`src/rtl/sevenseg_monitor_pkg.sv`:
```
// rtl/sevenseg_monitor_pkg.sv - shared glyph table, code constants and monitor state type
package sevenseg_monitor_pkg;

  // Variant digit 4 lights segment a as well; driver and monitor both apply this
  localparam logic [6:0] GLYPH_MASK = 7'b1000000;

  localparam logic [3:0] CODE_E     = 4'hC;
  localparam logic [3:0] CODE_R     = 4'hD;
  localparam logic [3:0] CODE_BLANK = 4'hE;
  localparam logic [3:0] CODE_BAD   = 4'hF;

  // Active-high patterns, bit order {a,b,c,d,e,f,g}
  localparam logic [6:0] PAT_0     = 7'b1111110;
  localparam logic [6:0] PAT_1     = 7'b0110000;
  localparam logic [6:0] PAT_2     = 7'b1101101;
  localparam logic [6:0] PAT_3     = 7'b1111001;
  localparam logic [6:0] PAT_4     = 7'b0110011;
  localparam logic [6:0] PAT_5     = 7'b1011011;
  localparam logic [6:0] PAT_6     = 7'b1011111;
  localparam logic [6:0] PAT_7     = 7'b1110000;
  localparam logic [6:0] PAT_8     = 7'b1111111;
  localparam logic [6:0] PAT_9     = 7'b1111011;
  localparam logic [6:0] PAT_E     = 7'b1001111;
  localparam logic [6:0] PAT_R     = 7'b0000101;
  localparam logic [6:0] PAT_BLANK = 7'b0000000;

  typedef enum logic [1:0] {
    ST_IDLE   = 2'd0,
    ST_SETTLE = 2'd1,
    ST_LOCKED = 2'd2
  } mon_state_e;

endpackage

```
`src/rtl/sevenseg_monitor_decode.sv`:
```
// rtl/sevenseg_monitor_decode.sv - seg_pattern_decode: active-high segment pattern to display code
module seg_pattern_decode
  import sevenseg_monitor_pkg::*;
(
  input  logic [6:0] i_pat,
  output logic [3:0] o_code,
  output logic       o_err
);

  always_comb begin
    o_code = CODE_BAD;
    // The masked 4 is checked ahead of the table so it can never alias another glyph
    if (i_pat == (PAT_4 ^ GLYPH_MASK)) begin
      o_code = 4'd4;
    end else begin
      case (i_pat)
        PAT_0:     o_code = 4'd0;
        PAT_1:     o_code = 4'd1;
        PAT_2:     o_code = 4'd2;
        PAT_3:     o_code = 4'd3;
        PAT_4:     o_code = 4'd4;
        PAT_5:     o_code = 4'd5;
        PAT_6:     o_code = 4'd6;
        PAT_7:     o_code = 4'd7;
        PAT_8:     o_code = 4'd8;
        PAT_9:     o_code = 4'd9;
        PAT_E:     o_code = CODE_E;
        PAT_R:     o_code = CODE_R;
        PAT_BLANK: o_code = CODE_BLANK;
        default:   o_code = CODE_BAD;
      endcase
    end
    o_err = (o_code == CODE_BAD);
  end

endmodule

```
`src/rtl/sevenseg_monitor.sv`:
```
// rtl/sevenseg_monitor.sv - segment bus read-back with stability filter; SEVENSEG_MON_CHECK_EN adds mismatch counting
module sevenseg_monitor
  import sevenseg_monitor_pkg::*;
#(
  parameter int STABLE_CYCLES = 4,
  parameter int CNT_W         = 8
) (
  input  logic             clk,
  input  logic             rst,
  input  logic             sample_en,
  input  logic [6:0]       seg_in,
  input  logic [3:0]       expect_code,
  input  logic             expect_valid,
  input  logic             clr_cnt,
  output logic [3:0]       code_out,
  output logic             code_valid,
  output logic             code_err,
  output logic             mismatch,
  output logic [CNT_W-1:0] mismatch_cnt
);

  localparam logic [3:0] STABLE_N = 4'(STABLE_CYCLES);

  mon_state_e r_state, w_next_state;
  logic [6:0] r_last_pat;
  logic [3:0] r_stab_cnt;
  logic [3:0] r_code;
  logic       r_valid;
  logic       r_err;
  logic       w_restart, w_inc, w_report, w_same;
  logic [6:0] w_pat;
  logic [3:0] w_dec_code;
  logic       w_dec_err;

  assign w_pat  = ~seg_in;
  assign w_same = (seg_in == r_last_pat);

  seg_pattern_decode u_decode (
    .i_pat  (w_pat),
    .o_code (w_dec_code),
    .o_err  (w_dec_err)
  );

  always_comb begin
    w_next_state = r_state;
    w_restart    = 1'b0;
    w_inc        = 1'b0;
    w_report     = 1'b0;
    if (sample_en) begin
      case (r_state)
        ST_IDLE:   w_restart = 1'b1;
        ST_SETTLE: if (w_same) w_inc = 1'b1; else w_restart = 1'b1;
        ST_LOCKED: if (!w_same) w_restart = 1'b1;
        default:   w_restart = 1'b1;
      endcase
      if (w_restart) begin
        w_report     = (STABLE_N == 4'd1);
        w_next_state = w_report ? ST_LOCKED : ST_SETTLE;
      end else if (w_inc && ((r_stab_cnt + 4'd1) == STABLE_N)) begin
        w_report     = 1'b1;
        w_next_state = ST_LOCKED;
      end
    end
  end

  always_ff @(posedge clk or posedge rst) begin
    if (rst) begin
      r_state    <= ST_IDLE;
      r_last_pat <= 7'h7F;
      r_stab_cnt <= 4'd0;
      r_code     <= CODE_BLANK;
      r_err      <= 1'b0;
      r_valid    <= 1'b0;
    end else begin
      r_state <= w_next_state;
      r_valid <= w_report;
      if (w_restart) begin
        r_last_pat <= seg_in;
        r_stab_cnt <= 4'd1;
      end else if (w_inc) begin
        r_stab_cnt <= r_stab_cnt + 4'd1;
      end
      if (w_report) begin
        r_code <= w_dec_code;
        r_err  <= w_dec_err;
      end
    end
  end

  assign code_out   = r_code;
  assign code_err   = r_err;
  assign code_valid = r_valid;

`ifdef SEVENSEG_MON_CHECK_EN
  logic             r_mismatch;
  logic [CNT_W-1:0] r_mis_cnt;
  logic             w_mis;

  // An illegal pattern decodes to CODE_BAD, but it must count even if CODE_BAD was expected
  assign w_mis = w_report && expect_valid && (w_dec_err || (w_dec_code != expect_code));

  always_ff @(posedge clk or posedge rst) begin
    if (rst) begin
      r_mismatch <= 1'b0;
      r_mis_cnt  <= '0;
    end else begin
      r_mismatch <= w_mis;
      if (clr_cnt)
        r_mis_cnt <= '0;
      else if (w_mis && !(&r_mis_cnt))
        r_mis_cnt <= r_mis_cnt + {{(CNT_W-1){1'b0}}, 1'b1};
    end
  end

  assign mismatch     = r_mismatch;
  assign mismatch_cnt = r_mis_cnt;
`else
  logic w_unused_check;
  assign w_unused_check = ^{expect_code, expect_valid, clr_cnt};
  assign mismatch       = 1'b0;
  assign mismatch_cnt   = '0;
`endif

endmodule

```
`config.mk`:
```
export PLATFORM = sky130hd
export DESIGN_NAME = sevenseg_monitor
export DESIGN_NICKNAME = d
export VERILOG_FILES = /design/src/rtl/sevenseg_monitor_pkg.sv /design/src/rtl/sevenseg_monitor_decode.sv /design/src/rtl/sevenseg_monitor.sv
export SDC_FILE = /design/constraint.sdc
export NUM_CORES = 1
export LEC_CHECK = 0
export ABC_AREA = 1
export CORE_UTILIZATION = 30
export CTS_BUF_LIST = sky130_fd_sc_hd__clkbuf_16
export CTS_CLUSTER_DIAMETER = 150
export CTS_CLUSTER_SIZE = 40
export DETAILED_ROUTE_END_ITERATION = 6
export GPL_TIMING_DRIVEN = 0
export PLACE_DENSITY = 0.58
export SYNTH_ARGS = -nofsm -noshare
export SYNTH_HDL_FRONTEND = slang
export SYNTH_SLANG_ARGS = --single-unit
export TNS_END_PERCENT = 1
```
`constraint.sdc`:
```
create_clock -name clk -period 1.5 [get_ports clk]
set_input_delay 0.15 -clock clk [delete_from_list [all_inputs] [get_ports clk]]
set_output_delay 0.15 -clock clk [all_outputs]
set_load 0.005 [all_outputs]
```
Figure 1. Signal wires on met3 (run 1).
Scale: 6 px per um.
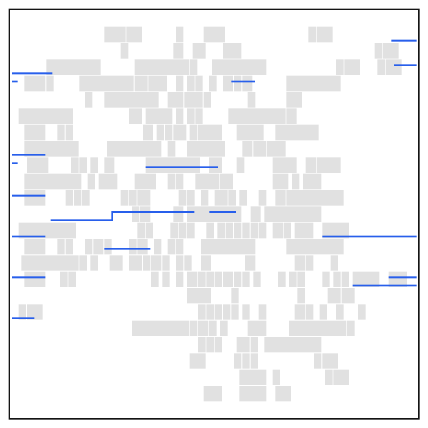
share of all routed wire: 4.4%
nets with wire on the layer: 16
main direction: horizontal
met3 Resource Use GR: 3.17%
overall via count from detail_route: 1,194
Final Routed Wirelength: 2800 um

Figure 2. Metal layers overlaid (run 1).
Scale: 6 px per um. Only two layers are drawn.
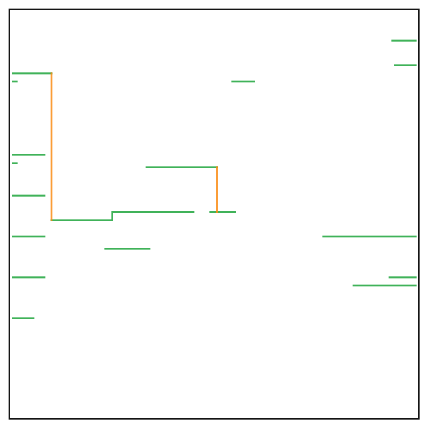
| color | layer | wire length |
|---|---|---|
| orange | M4 | 32.0 um |
| green | M3 | 122 um |
total routing resource utilization after global routing: 13.9%
wire length per cell: 10.3 um

Figure 3. Track usage over the die (run 1).
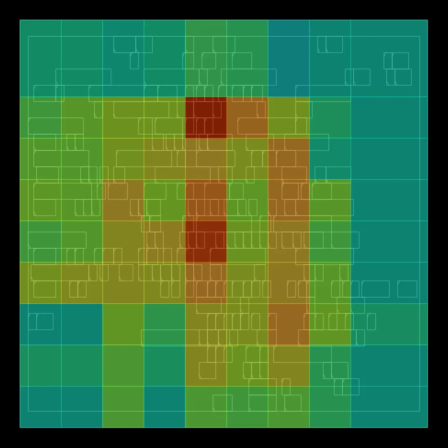
global routing usage on met2: 21.6%
final cell utilization of the core: 42.1%
most heavily used metal layer in global routing: met2
met1 track demand over resource in global routing: 18.8%

==> run summary, run 1 <==
This note records the results obtained with Yosys and OpenROAD.

Run status
The run finished, with violations left. The final reports fail on negative setup slack.

Power
The clock network accounts for between 30 and 40% of the total power. The power density over cell area is approximately 830 nW/um2. The internal portion of total power is around 1.1 mW. The peak supply drop is roughly 0.48 mV. In this run switching power makes up about a quarter of total power. Power attributed to sequential cells is between 500 and 600 uW. The combinational power is 283 uW. The switching power summed over all nets is around 370 uW.

Overall power consumption after layout is estimated at around 1.4 mW. Clock network power for this build is 551 uW. The part of the total power dissipated in combinational logic is just under 20%. The group drawing the most power is sequential cells. The analysis attributes to cell leakage a power of between 0.8 and 0.9 nW.

Place
The placement report lists the number of port buffers as 15. The final weighted congestion recorded by global placement is 0.845. Detailed placement reports a standard cell area of ~1600 um2.

The post-DP HPWL is roughly 2100 um. The cell total after placement is 265.

Finish
The final cell count without fillers is roughly 270. Summing all multi-input logic gate instances after layout gives 724 um2. For this run, combinational gates with multiple inputs come to 149. The count of flip-flops and latches is 19.

After layout, the inverter instance count without clock inverters stands at 22. The register cell area after layout is approximately 490 um2. Fill cells in the final layout number approximately 430. In the final layout, multi-input gates take up about 42% of the cell area. The share of final layout cell area taken by non-clock buffers is 16.4%. Per the cell usage report, the commonest logic cell in the layout is nand2_1.

The most common logic cells in the final layout are nand2_1, nor2_1, inv_1, buf_4, dfstp_2. Clock tree buffers and inverters occupy between 4 and 5% of the routed design's cell area. According to the finish report, the design has a final net count of between 200 and 250. Between the synthesized netlist and the finished layout, the area growth was recorded as 31.5%.

The layout has 29 buffers outside the clock class. The layout stage reports a final design area of approximately 1700 um2. The number of clock buffers in the layout is 3.

The number of antenna diodes in the final layout is 0. In the final layout, the share of cells above drive strength 1 is a little under a quarter. The biggest cell category by area in the final layout is combinational gates.

Sequential cells make up between 20 and 30% of the cell area.

Timing
The transition time recorded at the tightest slew-check pin is roughly 720 ps. Across the routed clock network, the largest skew measured is roughly 3.6 ps. Endpoints failing hold in the final report were tallied at 0. Adding up every negative setup slack in the final design gives -193 ps. Setup repair after global routing could not meet its margin everywhere. The count of final setup violators is 11.

Counting I/O delays and the setup requirement, the final critical path takes approximately 1500 ps. The post-route clock period utilization is 103%. Checking max transition, the worst relative margin is between 50 and 60%. The final hold slack is between 200 and 250 ps. The post-route worst setup slack is -42.9 ps. The number of slew-limit violations in the final report is 0.

Floorplan
Before placement the cells fill about a third of the core. The area of the placeable core is just over 4000 um2. The die boundary width is between 60 and 70 um. In this run the count of I/O pins placed on the die edge is 31. The floorplan step defined a die boundary enclosing around 4600 um2. The number of well taps is 50. According to the floorplan report, the die height is ~70 um.

The number of core rows is 23.

Setup path
The peak fanout along the critical path is 5. The launch point of the worst register-to-register path is recorded as r_last_pat[2]. The script reports the combined buffer and inverter count of the critical path as 1. The critical path endpoint category is a register. For reference, the critical path is launched at r_last_pat[2]. The class of the most critical setup path is reg2reg. The signal on the critical path passes through inv_1 > nand2_1 > nand2_1 > nor2_2 > nand2_2 > nor2_4 > nand2_2 > nand2_4 > o21ai_1 > a21o_1.

The endpoint of the worst register-to-register path is r_stab_cnt[0]. The reg2reg setup slack is -40 ps. Per STA, the highest per-stage delay on the worst path measures approximately 540 ps.

The required time at the worst-slack endpoint is 1640 ps. The critical path capture point is r_stab_cnt[0]. The number of cells traversed by the worst register-to-register path is 10. The cell with the largest stage delay on the worst path is dfstp_2. The timing report lists the critical path depth as 10 cells. The startpoint type of the worst setup path is a register.

Clock tree
The CTS H-tree depth is 1. TritonCTS built the clock tree. The clock network latency to the later pin of the worst-skew pair is 250 ps. The clock tree has to reach 19 sinks. After clock tree synthesis, the setup repair step added 3 buffers. In this run the clock root is driven by a clkbuf_16. The number of buffers created by CTS is 3.

Post-CTS repair ended up resizing 12 cells. The hold-fix buffer count after cts is 0. The maximum clock insertion buffer count is 2.

Logic synthesis
The area recorded from the Yosys report for this design is roughly 1300 um2. The share of synthesized cell area in full adder, half adder and majority cells is under 10%. The cell-mix breakdown from Yosys lists the simple-gate area share as approximately two fifths. Counting flops and latches in the post-synthesis netlist gives 19. The main combinational cell family by area after synthesis is simple AND/OR/NAND/NOR gates.

For reference, the top cells by area after synthesis are dfstp_2, nand2_1, dfrtp_1. Counting distinct cell types in the post-synthesis netlist gives 27. The number of instances in the synthesized netlist is between 150 and 200. The share of the synthesized area in the top cell type is about a fifth. The cell type with the largest total area after synthesis is dfstp_2. For this run, the number of Yosys warnings is 0. The xor and xnor area share after synthesis is under 10%. The and-or/or-and share of the synthesized area is just under 6%. In the Yosys report the total cell count is approximately 190. The post-synthesis area per instance is around 6.8 um2. The fraction of the yosys area taken by sequential cells is 37.3%. The synthesized netlist occupies a cell area of about 1300 um2.

Flow run
The max-capacitance violation count is 0.

Min path
The worst hold path terminates at r_last_pat[2]. Per the hold report, the tightest min-delay path originates at seg_in[2]. Counting instances, the worst hold path has a depth of 3.

Detailed routing
The post-route antenna net violation count is 0. The routed design shows a via density per instance of around 4.4. TritonRoute reported its final design rule violation total as 0. The length of the first detailed-routing pass in iterations is 4.

Signal routing reaches up to met4. The post-route report lists met1 wire length as roughly 1400 um. The detailed router reports a met2 wire length of roughly 1300 um. Detailed routing placed a total of around 120 um of wire on met3. The number of DRC violations after detailed-routing iteration 0 is between 40 and 50.

Global routing
The wire length of the first global-routing pass is 4810 um. The number of antenna violations at the first check in global routing was 0. The via count of the first global-routing pass is 1,115. Entering global routing, the biggest net connects 20 pins.

The overflow left after global routing is 0.
[run 1: per-layer routing]
layer | up-vias | global-route usage, %
met3 | 4 | 3.17
met5 | - | 0
met2 | 20 | 21.6
li1 | 646 | -
met1 | 524 | 18.8
met4 | 0 | 4.95
[run 1: cell usage after synthesis (all sizes together)]
library cell  number
nand2             72
conb               1
inv               22
nand4              3
a21oi              3
a21o               1
dfrtp              9
xor2               1
xnor2              4
nor3               4
nor3b              1
ha                 2
nor2              29
nand3              9
dfstp             10
and3               1
buf               10
o21ai             10
[run 1: flip-flops by register name, indices dropped and copies added, names as in the netlist]
register    flops
r_state         2
code_out        4
code_err        1
code_valid      1
r_last_pat      7
r_stab_cnt      4
Figure 4. Register map, names as in the netlist (run 1).
Scale: 6 px per um.
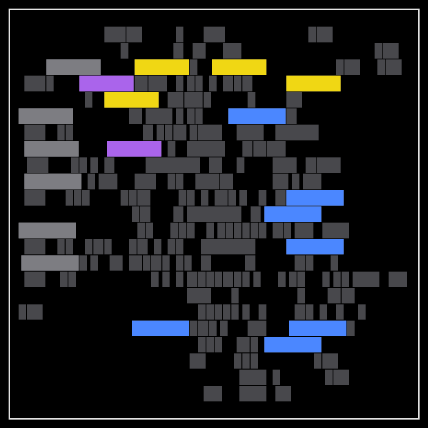

==> run 1 -> run 2 <==
--- a/config.mk
+++ b/config.mk
@@ -12,7 +12,6 @@
 export CTS_CLUSTER_SIZE = 40
 export DETAILED_ROUTE_END_ITERATION = 6
 export GPL_TIMING_DRIVEN = 0
-export PLACE_DENSITY = 0.58
 export SYNTH_ARGS = -nofsm -noshare
 export SYNTH_HDL_FRONTEND = slang
 export SYNTH_SLANG_ARGS = --single-unit
Figure 5. Register map, names as in the netlist (run 2).
Scale: 6 px per um.
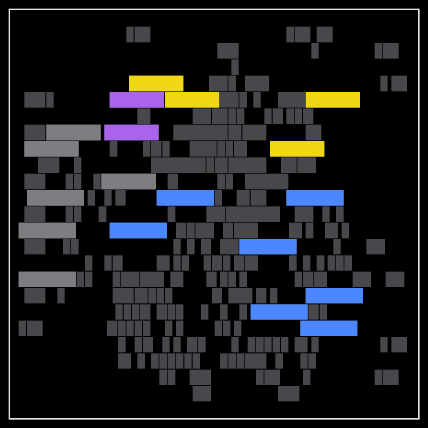
| color | signal | sequential cells |
|---|---|---|
| yellow | r_stab_cnt | 4 |
| blue | r_last_pat | 7 |
| purple | r_state | 2 |
not colored: 6
Seq. pwr: 602 uW
area used by sequential logic in the layout: 488 um2
flip-flop and latch share of the layout cell area: 28.5%

==> run 2 against run 1 <==
  * The run still ends with negative setup slack left
  * Via count down 2.3%
  * Total power up 0.18%
  * Core utilization down 0.18 points
  * Largest cell class unchanged
==> run summary, run 2 <==
This note records the results obtained with Yosys and OpenROAD.

Power
The part of the total power dissipated in combinational logic is 19.6% (was 19.7%). The internal portion of total power is 1.06 mW (about the same). The switching power summed over all nets was 375 uW (was 371 uW).

The standby leakage power is 0.850 nW (was 0.890 nW). The combinational power was 282 uW (was 283 uW).

Floorplan
The area of the placeable core was 4090 um2 (unchanged). The floorplan-stage core utilization came to 32.0% (unchanged). The number of well taps is 50 (unchanged).

Finish
The number of clock buffers in the layout is 3 (unchanged). The most used logic cell in the final layout is nand2_1 (unchanged). The fraction of area in multi-input gates is 43.2% (was 42.1%). The biggest cell category by area in the final layout was combinational gates (unchanged). The layout overhead on the synthesized area is 30.9% (was 31.5%). The number of non-clock buffers in the layout is 28 (was 29).

The share of the core filled with cells in the final layout was 41.9% (was 42.1%). The final-stage net count is 241 (was 242). The cell area after layout was 1710 um2 (was 1720 um2).

The number of multi-input combinational cells in the layout is 149 (unchanged). The share of final layout cell area taken by non-clock buffers is 15.1% (was 16.4%). The number of flip-flops under the largest register name is 7 (unchanged).

Most common logic cells in the final layout: nand2_1, nor2_1, inv_1, buf_4, clkdlybuf4s50_1 (was nand2_1, nor2_1, inv_1, buf_4, dfstp_2). The ratio of cells with drive above 1 in the final layout is 24.8% (was 23.8%).

Global routing
The global-route track usage on met1 came to 18.9% (was 18.8%). The global routing usage on met2 came to 19.9% (was 21.6%). The met3 track demand over resource in global routing was 2.50% (was 3.17%). The via count of the first global-routing pass is 1,026 (was 1,115). The overflow left after global routing came to 0 (unchanged).

Logic synthesis
The post-synthesis cell type with the largest instance count is nand2_1 (unchanged). The proportion of synthesized flip-flops having asynchronous set or reset is 100% (unchanged). The number of synthesized flops with an enable pin was 0 (unchanged). The and-or/or-and share of the synthesized area came to 5.84% (unchanged).

The unique cell type count in the Yosys netlist is 27 (unchanged). The cell type with the largest total area after synthesis is dfstp_2 (unchanged). The most common flop cell mapped by yosys is dfstp_2 (unchanged). The share of the synthesized area in the top cell type is 20.1% (unchanged).

Flow run
The max-capacitance violation count came to 0 (unchanged).

Detailed routing
The met2 wire length is 1220 um (was 1260 um). The via count normalized by instance count is 4.29 (was 4.37). The length of the first detailed-routing pass in iterations was 4 (unchanged). The number of design rule violations left after detail routing is 0 (unchanged).

The number of DRC violations after detailed-routing iteration 0 is 38 (was 44). The length of routed wiring on met1 is 1430 um (was 1390 um).

Timing
The final critical-path required period is 1540 ps (about the same). The relative max-transition margin is 51.6% (was 51.9%). Unrepaired setup endpoints after global routing: true (unchanged). The count of final setup violators is 10 (was 11). The post-route worst setup slack was -36.8 ps (was -42.9 ps).

Clock tree
The CTS H-tree depth came to 1 (unchanged). The clock network latency to the later pin of the worst-skew pair came to 250 ps (about the same). The clock tree root driver cell is clkbuf_16 (unchanged). The hold-fix buffer count after cts is 0 (unchanged). The number of clock sinks is 19 (unchanged).

The maximum clock insertion buffer count is 2 (unchanged).

Setup path
Chain of cells forming the critical path: inv_2 > nand2_1 > nand2_1 > nor2_2 > nand2_2 > nor2_4 > nand2_2 > nand2_4 > buf_6 > nand2_1 > o21ai_1 (was inv_1 > nand2_1 > nand2_1 > nor2_2 > nand2_2 > nor2_4 > nand2_2 > nand2_4 > o21ai_1 > a21o_1). The longest individual stage delay on the worst path is 550 ps (was 540 ps). The critical path endpoint category was a register (unchanged). The reg2reg setup slack is -40 ps (about the same). The startpoint type of the worst setup path is a register (unchanged).

Place
The cell total after placement is 265 (unchanged). The number of port buffers is 15 (unchanged).

Run status
Violated checks: negative setup slack (unchanged). Run status: finished with violations (unchanged).
Figure 6. Metal layers overlaid (run 2).
Scale: 6 px per um. Only two layers are drawn.
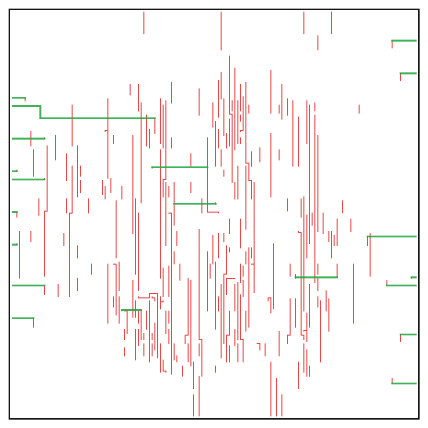
| color | layer | wire length |
|---|---|---|
| green | M3 | 102 um |
| red | M2 | 1,220 um |
total routing resource utilization after global routing: 13.0%
overall via count from detail_route: 1,166
Final Routed Wirelength: 2760 um

run 2: cell counts after synthesis:
Identical to the previous run, type by type.
run 2: final timing paths:
path                               start             to
max reg2reg                r_last_pat[2]  r_last_pat[4]
min reg2reg                  code_out[1]    code_out[1]
max in group asynchronous            rst  r_stab_cnt[0]
min                                  rst    code_out[0]
max                        r_last_pat[2]  r_last_pat[4]
min in group clk               seg_in[1]  r_last_pat[1]
run 2: through the flow:
stage	TNS (ps)	hold WS [ps]	power, mW	setup WS, ps
global route	-2160	400	1.51	-162
global placement	-5250	461	0.863	-351
finish	-228	317	1.44	-36.8
floorplan	0	93.8	0.770	106
CTS	-929	345	1.44	-96.4
detailed placement	-5030	457	0.864	-343
Power figures rest on the tool's default switching activity, not on a simulated workload.
